**config.mk**
```make
export PLATFORM = sky130hd
export DESIGN_NAME = spi_byte_receiver_flat
export DESIGN_NICKNAME = d
export VERILOG_FILES = /design/src/rtl/spi_pkg.sv /design/src/rtl/spi_byte_receiver_if.sv /design/src/rtl/spi_rx_fifo.sv /design/src/rtl/spi_byte_receiver.sv /design/src/flat_wrapper.sv
export SDC_FILE = /design/constraint.sdc
export NUM_CORES = 1
export LEC_CHECK = 0
export ABC_CLOCK_PERIOD_IN_PS = 2400
export CELL_PAD_IN_SITES_DETAIL_PLACEMENT = 1
export CELL_PAD_IN_SITES_GLOBAL_PLACEMENT = 1
export CORE_MARGIN = 5
export CORE_UTILIZATION = 45
export CTS_BUF_LIST = sky130_fd_sc_hd__clkbuf_8
export DETAILED_ROUTE_END_ITERATION = 6
export PLACE_DENSITY = 0.87
export SETUP_SLACK_MARGIN = 0.3
export SLEW_MARGIN = 20
export SYNTH_ARGS = -nofsm -noshare
export SYNTH_HDL_FRONTEND = slang
export SYNTH_SLANG_ARGS = --single-unit
export TNS_END_PERCENT = 100
```
**constraint.sdc**
```tcl
create_clock -name CLK -period 2.4 [get_ports CLK]
set_clock_uncertainty 0.15 [all_clocks]
set_input_delay 0.48 -clock CLK [delete_from_list [all_inputs] [get_ports CLK]]
set_output_delay 0.48 -clock CLK [all_outputs]
set_load 0.005 [all_outputs]
```
**src/rtl/spi_pkg.sv**
```systemverilog
// Shared SPI definitions for the AXI-Lite-to-SPI design (byte writer and byte receiver).
// Contents: byte width, SPI mode constants and the receiver FSM state encoding.
package spi_pkg;

    localparam int unsigned SPI_BYTE_W = 8;

    // Mode 0: SCK idles low, data is sampled on the rising edge.
    localparam logic SPI_CPOL = 1'b0;
    localparam logic SPI_CPHA = 1'b0;

    typedef enum logic [1:0] {
        StHunt  = 2'd0,
        StIdle  = 2'd1,
        StShift = 2'd2
    } rx_state_e;

endpackage

```
**src/rtl/spi_byte_receiver_if.sv**
```systemverilog
// Bus bundle for spi_byte_receiver: SPI pins, the received-byte valid/ready
// stream, and the status/error flags.
//   slave  : the receiver (SPI pins and RX_READY/ERR_CLR in, stream and status out)
//   master : the SPI driver plus byte consumer
interface spi_byte_receiver_if #(
    parameter int unsigned DEPTH = 4
) ();
    import spi_pkg::*;

    logic                         SCK;
    logic                         CS_N;
    logic                         MOSI;
    logic [SPI_BYTE_W-1:0]        RX_DATA;
    logic                         RX_VALID;
    logic                         RX_READY;
    logic [$clog2(DEPTH+1)-1:0]   LEVEL;
    logic                         FRAME_END;
    logic                         FRAME_ERR;
    logic                         OVERRUN;
    logic                         ERR_CLR;

    modport slave (
        input  SCK, CS_N, MOSI, RX_READY, ERR_CLR,
        output RX_DATA, RX_VALID, LEVEL, FRAME_END, FRAME_ERR, OVERRUN
    );

    modport master (
        output SCK, CS_N, MOSI, RX_READY, ERR_CLR,
        input  RX_DATA, RX_VALID, LEVEL, FRAME_END, FRAME_ERR, OVERRUN
    );

endinterface

```
**src/rtl/spi_rx_fifo.sv**
```systemverilog
// Received-byte FIFO with registered head/valid/level outputs.
//   CLK, RST     : system clock, synchronous active-high reset
//   push_i       : write request with push_data_i
//   ready_i      : consumer ready; a pop happens when valid_o && ready_i
//   data_o       : head byte (0 when empty), valid_o : not empty, level_o : occupancy
//   overflow_o   : combinational, a push was dropped this cycle because the FIFO was full
module spi_rx_fifo
    import spi_pkg::*;
#(
    parameter int unsigned DEPTH = 4
) (
    input  logic                       CLK,
    input  logic                       RST,
    input  logic                       push_i,
    input  logic [SPI_BYTE_W-1:0]      push_data_i,
    input  logic                       ready_i,
    output logic [SPI_BYTE_W-1:0]      data_o,
    output logic                       valid_o,
    output logic [$clog2(DEPTH+1)-1:0] level_o,
    output logic                       overflow_o
);

    localparam int unsigned AW = $clog2(DEPTH);
    localparam int unsigned PW = AW + 1;

    logic [SPI_BYTE_W-1:0] mem_q [DEPTH];
    logic [PW-1:0]         wr_ptr_q, wr_ptr_d, rd_ptr_q, rd_ptr_d;
    logic [PW-1:0]         level_q, level_d;
    logic [SPI_BYTE_W-1:0] data_q, data_d;
    logic                  valid_q, valid_d;
    logic                  full, pop, push_ok;

    assign full    = (wr_ptr_q[AW-1:0] == rd_ptr_q[AW-1:0]) && (wr_ptr_q[AW] != rd_ptr_q[AW]);
    assign pop     = valid_q && ready_i;
    // A pop in the same cycle frees the slot, so a push at full is still accepted.
    assign push_ok = push_i && (!full || pop);
    assign overflow_o = push_i && !push_ok;

    assign wr_ptr_d = wr_ptr_q + PW'(push_ok);
    assign rd_ptr_d = rd_ptr_q + PW'(pop);

    // Outputs are registered from the post-update pointers so a pop is reflected
    // in the very next cycle and the consumer never sees a stale valid.
    always_comb begin
        level_d = wr_ptr_d - rd_ptr_d;
        valid_d = (wr_ptr_d != rd_ptr_d);
        data_d  = '0;
        if (valid_d) begin
            // New head is the byte being written this cycle (FIFO was empty).
            if (push_ok && (rd_ptr_d[AW-1:0] == wr_ptr_q[AW-1:0])) begin
                data_d = push_data_i;
            end else begin
                data_d = mem_q[rd_ptr_d[AW-1:0]];
            end
        end
    end

    always_ff @(posedge CLK) begin
        if (push_ok) begin
            mem_q[wr_ptr_q[AW-1:0]] <= push_data_i;
        end
    end

    always_ff @(posedge CLK) begin
        if (RST) begin
            wr_ptr_q <= '0;
            rd_ptr_q <= '0;
            level_q  <= '0;
            data_q   <= '0;
            valid_q  <= 1'b0;
        end else begin
            wr_ptr_q <= wr_ptr_d;
            rd_ptr_q <= rd_ptr_d;
            level_q  <= level_d;
            data_q   <= data_d;
            valid_q  <= valid_d;
        end
    end

    assign data_o  = data_q;
    assign valid_o = valid_q;
    assign level_o = level_q;

endmodule

```
**src/rtl/spi_byte_receiver.sv**
```systemverilog
// SPI mode-0 byte receiver: oversamples SCK/CS_N/MOSI on CLK, assembles MSB-first
// bytes and queues them in spi_rx_fifo.
//   CLK, RST : system clock (>= 4x SCK), synchronous active-high reset
//   bus      : SPI pins, RX valid/ready stream, LEVEL, FRAME_END pulse,
//              sticky FRAME_ERR/OVERRUN cleared by ERR_CLR
module spi_byte_receiver
    import spi_pkg::*;
#(
    parameter int unsigned DEPTH       = 4,
    parameter int unsigned SYNC_STAGES = 2
) (
    input  logic               CLK,
    input  logic               RST,
    spi_byte_receiver_if.slave bus
);

    localparam logic SampleRising = (SPI_CPOL == SPI_CPHA);

    logic [SYNC_STAGES-1:0] sck_sync_q, cs_sync_q, mosi_sync_q;
    logic                   sck_d_q, cs_d_q;
    logic                   sck_s, cs_s, mosi_s, sck_edge, cs_rise, cs_fall;

    rx_state_e             state_q, state_d;
    logic [2:0]            cnt_q, cnt_d;
    logic [SPI_BYTE_W-1:0] sr_q, sr_d, byte_q, byte_d;
    logic                  push_q, push_d;
    logic                  fe_evt_q, fe_evt_d, ferr_evt_q, ferr_evt_d;
    logic                  frame_end_q, frame_err_q, overrun_q;
    logic                  fifo_overflow;

    // Equal-depth synchronizers keep MOSI aligned with the SCK edge it belongs to.
    // CS sync resets low so HUNT only leaves once the real pin is seen high.
    always_ff @(posedge CLK) begin
        if (RST) begin
            sck_sync_q  <= '0;
            cs_sync_q   <= '0;
            mosi_sync_q <= '0;
            sck_d_q     <= 1'b0;
            cs_d_q      <= 1'b0;
        end else begin
            sck_sync_q  <= {sck_sync_q[SYNC_STAGES-2:0], bus.SCK};
            cs_sync_q   <= {cs_sync_q[SYNC_STAGES-2:0], bus.CS_N};
            mosi_sync_q <= {mosi_sync_q[SYNC_STAGES-2:0], bus.MOSI};
            sck_d_q     <= sck_s;
            cs_d_q      <= cs_s;
        end
    end

    assign sck_s    = sck_sync_q[SYNC_STAGES-1];
    assign cs_s     = cs_sync_q[SYNC_STAGES-1];
    assign mosi_s   = mosi_sync_q[SYNC_STAGES-1];
    assign sck_edge = SampleRising ? (sck_s && !sck_d_q) : (!sck_s && sck_d_q);
    assign cs_rise  = cs_s && !cs_d_q;
    assign cs_fall  = !cs_s && cs_d_q;

    always_comb begin
        state_d    = state_q;
        cnt_d      = cnt_q;
        sr_d       = sr_q;
        byte_d     = byte_q;
        push_d     = 1'b0;
        fe_evt_d   = 1'b0;
        ferr_evt_d = 1'b0;
        unique case (state_q)
            StHunt: begin
                if (cs_s) state_d = StIdle;
            end
            StIdle: begin
                if (cs_fall) begin
                    cnt_d   = '0;
                    sr_d    = '0;
                    state_d = StShift;
                end
            end
            StShift: begin
                // CS_N release wins over a coincident SCK edge; any partial byte is dropped.
                if (cs_rise) begin
                    fe_evt_d   = 1'b1;
                    ferr_evt_d = (cnt_q != 3'd0);
                    cnt_d      = '0;
                    sr_d       = '0;
                    state_d    = StIdle;
                end else if (sck_edge) begin
                    sr_d  = {sr_q[SPI_BYTE_W-2:0], mosi_s};
                    cnt_d = cnt_q + 3'd1;
                    if (cnt_q == 3'd7) begin
                        push_d = 1'b1;
                        byte_d = {sr_q[SPI_BYTE_W-2:0], mosi_s};
                    end
                end
            end
            default: state_d = StHunt;
        endcase
    end

    always_ff @(posedge CLK) begin
        if (RST) begin
            state_q    <= StHunt;
            cnt_q      <= '0;
            sr_q       <= '0;
            byte_q     <= '0;
            push_q     <= 1'b0;
            fe_evt_q   <= 1'b0;
            ferr_evt_q <= 1'b0;
        end else begin
            state_q    <= state_d;
            cnt_q      <= cnt_d;
            sr_q       <= sr_d;
            byte_q     <= byte_d;
            push_q     <= push_d;
            fe_evt_q   <= fe_evt_d;
            ferr_evt_q <= ferr_evt_d;
        end
    end

    // Status stage: lines up FRAME_END/FRAME_ERR/OVERRUN with the FIFO's registered outputs.
    // A new error event takes priority over ERR_CLR.
    always_ff @(posedge CLK) begin
        if (RST) begin
            frame_end_q <= 1'b0;
            frame_err_q <= 1'b0;
            overrun_q   <= 1'b0;
        end else begin
            frame_end_q <= fe_evt_q;
            frame_err_q <= ferr_evt_q || (frame_err_q && !bus.ERR_CLR);
            overrun_q   <= fifo_overflow || (overrun_q && !bus.ERR_CLR);
        end
    end

    spi_rx_fifo #(
        .DEPTH (DEPTH)
    ) u_fifo (
        .CLK         (CLK),
        .RST         (RST),
        .push_i      (push_q),
        .push_data_i (byte_q),
        .ready_i     (bus.RX_READY),
        .data_o      (bus.RX_DATA),
        .valid_o     (bus.RX_VALID),
        .level_o     (bus.LEVEL),
        .overflow_o  (fifo_overflow)
    );

    assign bus.FRAME_END = frame_end_q;
    assign bus.FRAME_ERR = frame_err_q;
    assign bus.OVERRUN   = overrun_q;

endmodule
```
**src/flat_wrapper.sv**
```systemverilog
// flat-port wrapper written by rule: the top's interface ports become plain ports
module spi_byte_receiver_flat import spi_pkg::*;
#(
    parameter int unsigned DEPTH       = 4,
    parameter int unsigned SYNC_STAGES = 2
)
  (CLK, RST, bus_SCK, bus_CS_N, bus_MOSI, bus_RX_READY, bus_ERR_CLR, bus_RX_DATA, bus_RX_VALID, bus_LEVEL, bus_FRAME_END, bus_FRAME_ERR, bus_OVERRUN);
  spi_byte_receiver_if #(.DEPTH(DEPTH)) bus_i ();
  input  logic CLK;
  input  logic RST;
  input wire logic [$bits(bus_i.SCK)-1:0] bus_SCK;
  input wire logic [$bits(bus_i.CS_N)-1:0] bus_CS_N;
  input wire logic [$bits(bus_i.MOSI)-1:0] bus_MOSI;
  input wire logic [$bits(bus_i.RX_READY)-1:0] bus_RX_READY;
  input wire logic [$bits(bus_i.ERR_CLR)-1:0] bus_ERR_CLR;
  output wire logic [$bits(bus_i.RX_DATA)-1:0] bus_RX_DATA;
  output wire logic [$bits(bus_i.RX_VALID)-1:0] bus_RX_VALID;
  output wire logic [$bits(bus_i.LEVEL)-1:0] bus_LEVEL;
  output wire logic [$bits(bus_i.FRAME_END)-1:0] bus_FRAME_END;
  output wire logic [$bits(bus_i.FRAME_ERR)-1:0] bus_FRAME_ERR;
  output wire logic [$bits(bus_i.OVERRUN)-1:0] bus_OVERRUN;
  assign bus_i.SCK = bus_SCK;
  assign bus_i.CS_N = bus_CS_N;
  assign bus_i.MOSI = bus_MOSI;
  assign bus_i.RX_READY = bus_RX_READY;
  assign bus_i.ERR_CLR = bus_ERR_CLR;
  assign bus_RX_DATA = bus_i.RX_DATA;
  assign bus_RX_VALID = bus_i.RX_VALID;
  assign bus_LEVEL = bus_i.LEVEL;
  assign bus_FRAME_END = bus_i.FRAME_END;
  assign bus_FRAME_ERR = bus_i.FRAME_ERR;
  assign bus_OVERRUN = bus_i.OVERRUN;
  spi_byte_receiver #(.DEPTH(DEPTH), .SYNC_STAGES(SYNC_STAGES)) u_core (.CLK(CLK), .RST(RST), .bus(bus_i));
endmodule
```
==> images/sizing.png <==
Drawn at 4 px/um.
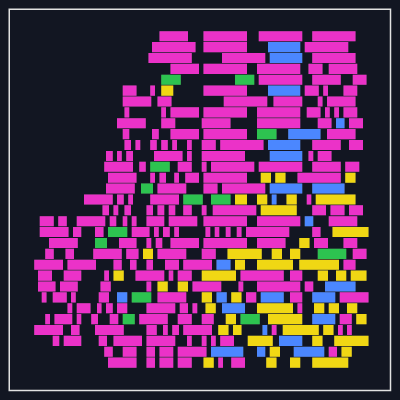
[yellow] x3 and x4 | cells: 48 | share: 15%
[magenta] x1 and smaller | cells: 225 | share: 73%
[green] x6 and larger | cells: 13 | share: 4.2%
[blue] x2 | cells: 24 | share: 7.7%
bufs w/o clock: 51
fin area: 4120 sq um
worst setup margin: 0.238 ns
Area growth syn-to-layout: 26.8%

==> images/m3.png <==
Drawn at 4 px/um.
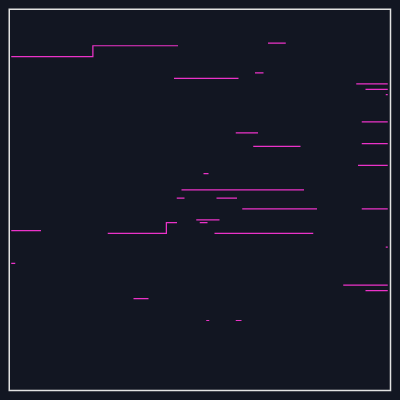
longest straight run: 30.4 um
share of all routed wire: 3.5%
final wirelength: 7300 um
via count: 2040

==> images/route_heat.png <==
Drawn at 4 px/um. 19 x 19 tiles, from black (low) to pale yellow (high), scaled to the fullest tile. Values are wire area over tile area, all layers added.
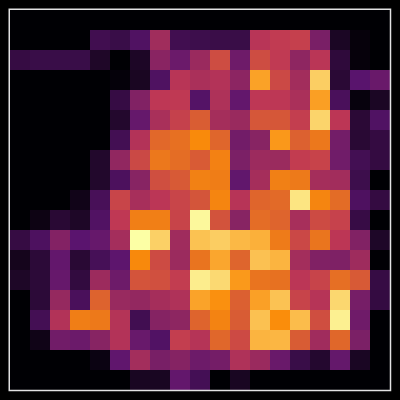
emptiest ninth of the die: upper left
mean over tiles: 0.13
densest ninth of the die: center
GRT Total Usage: 17.1%
WL/cell: 17.9 um

==> images/ff_map.png <==
Drawn at 4 px/um. Other sequential cells in the stronger gray, the rest of the logic in the fainter gray.
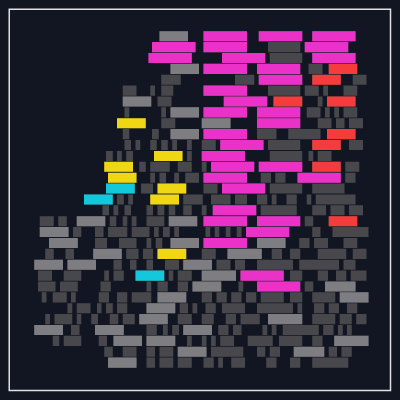
[red] u_core.u_fifo.data_o | placed flops: 8
[cyan] u_core.cnt_q | placed flops: 3
[magenta] u_core.u_fifo.mem_q | placed flops: 32
[yellow] u_core.sr_q | placed flops: 7 | where: center

==> results.yml <==
# flow metrics
global_routing:
  grt_pass1_wl_um: 11300
synthesis:
  netlist_area_sq_um: 3250
  adder_share_pct: 6.01
  ys_cells: 255
  synth_seq_share_pct: 61.6
  logic_family: "simple AND/OR/NAND/NOR gates"
  edf_count: 32
place:
  portBuffers: 21
  dpl_cell_area_sq_um: 3700
timing:
  fmax_ghz: 0.462
  setup_viol: 0
clock_tree:
  post_cts_buffers: 8
  hold_buffers: 0
  cts_tree: "yes"
pwr:
  netSwitchingFraction_pct: 27.4
  pg_seq_mw: 1.50
  p_switching_uw: 742
worst_setup_path:
  crit_family: "adder cells"
  rr_endpoint: "u_core.u_fifo.data_o[5]$_SDFF_PP0_"
  cpMostUsedCell: "ha_4"
  path_max_fanout: 9
die:
  fp-utilization_pct: 45.5
worst_hold_path:
  min_to: "u_core.sck_sync_q[1]$_SDFF_PP0_"
  hold_depth: 1
run:
  warnings: 33
layout:
  sh_seq_area_pct: 49.0
status:
  status: "finished, final reports clean"
No activity file was given, so power comes from the tool's default toggle rates.
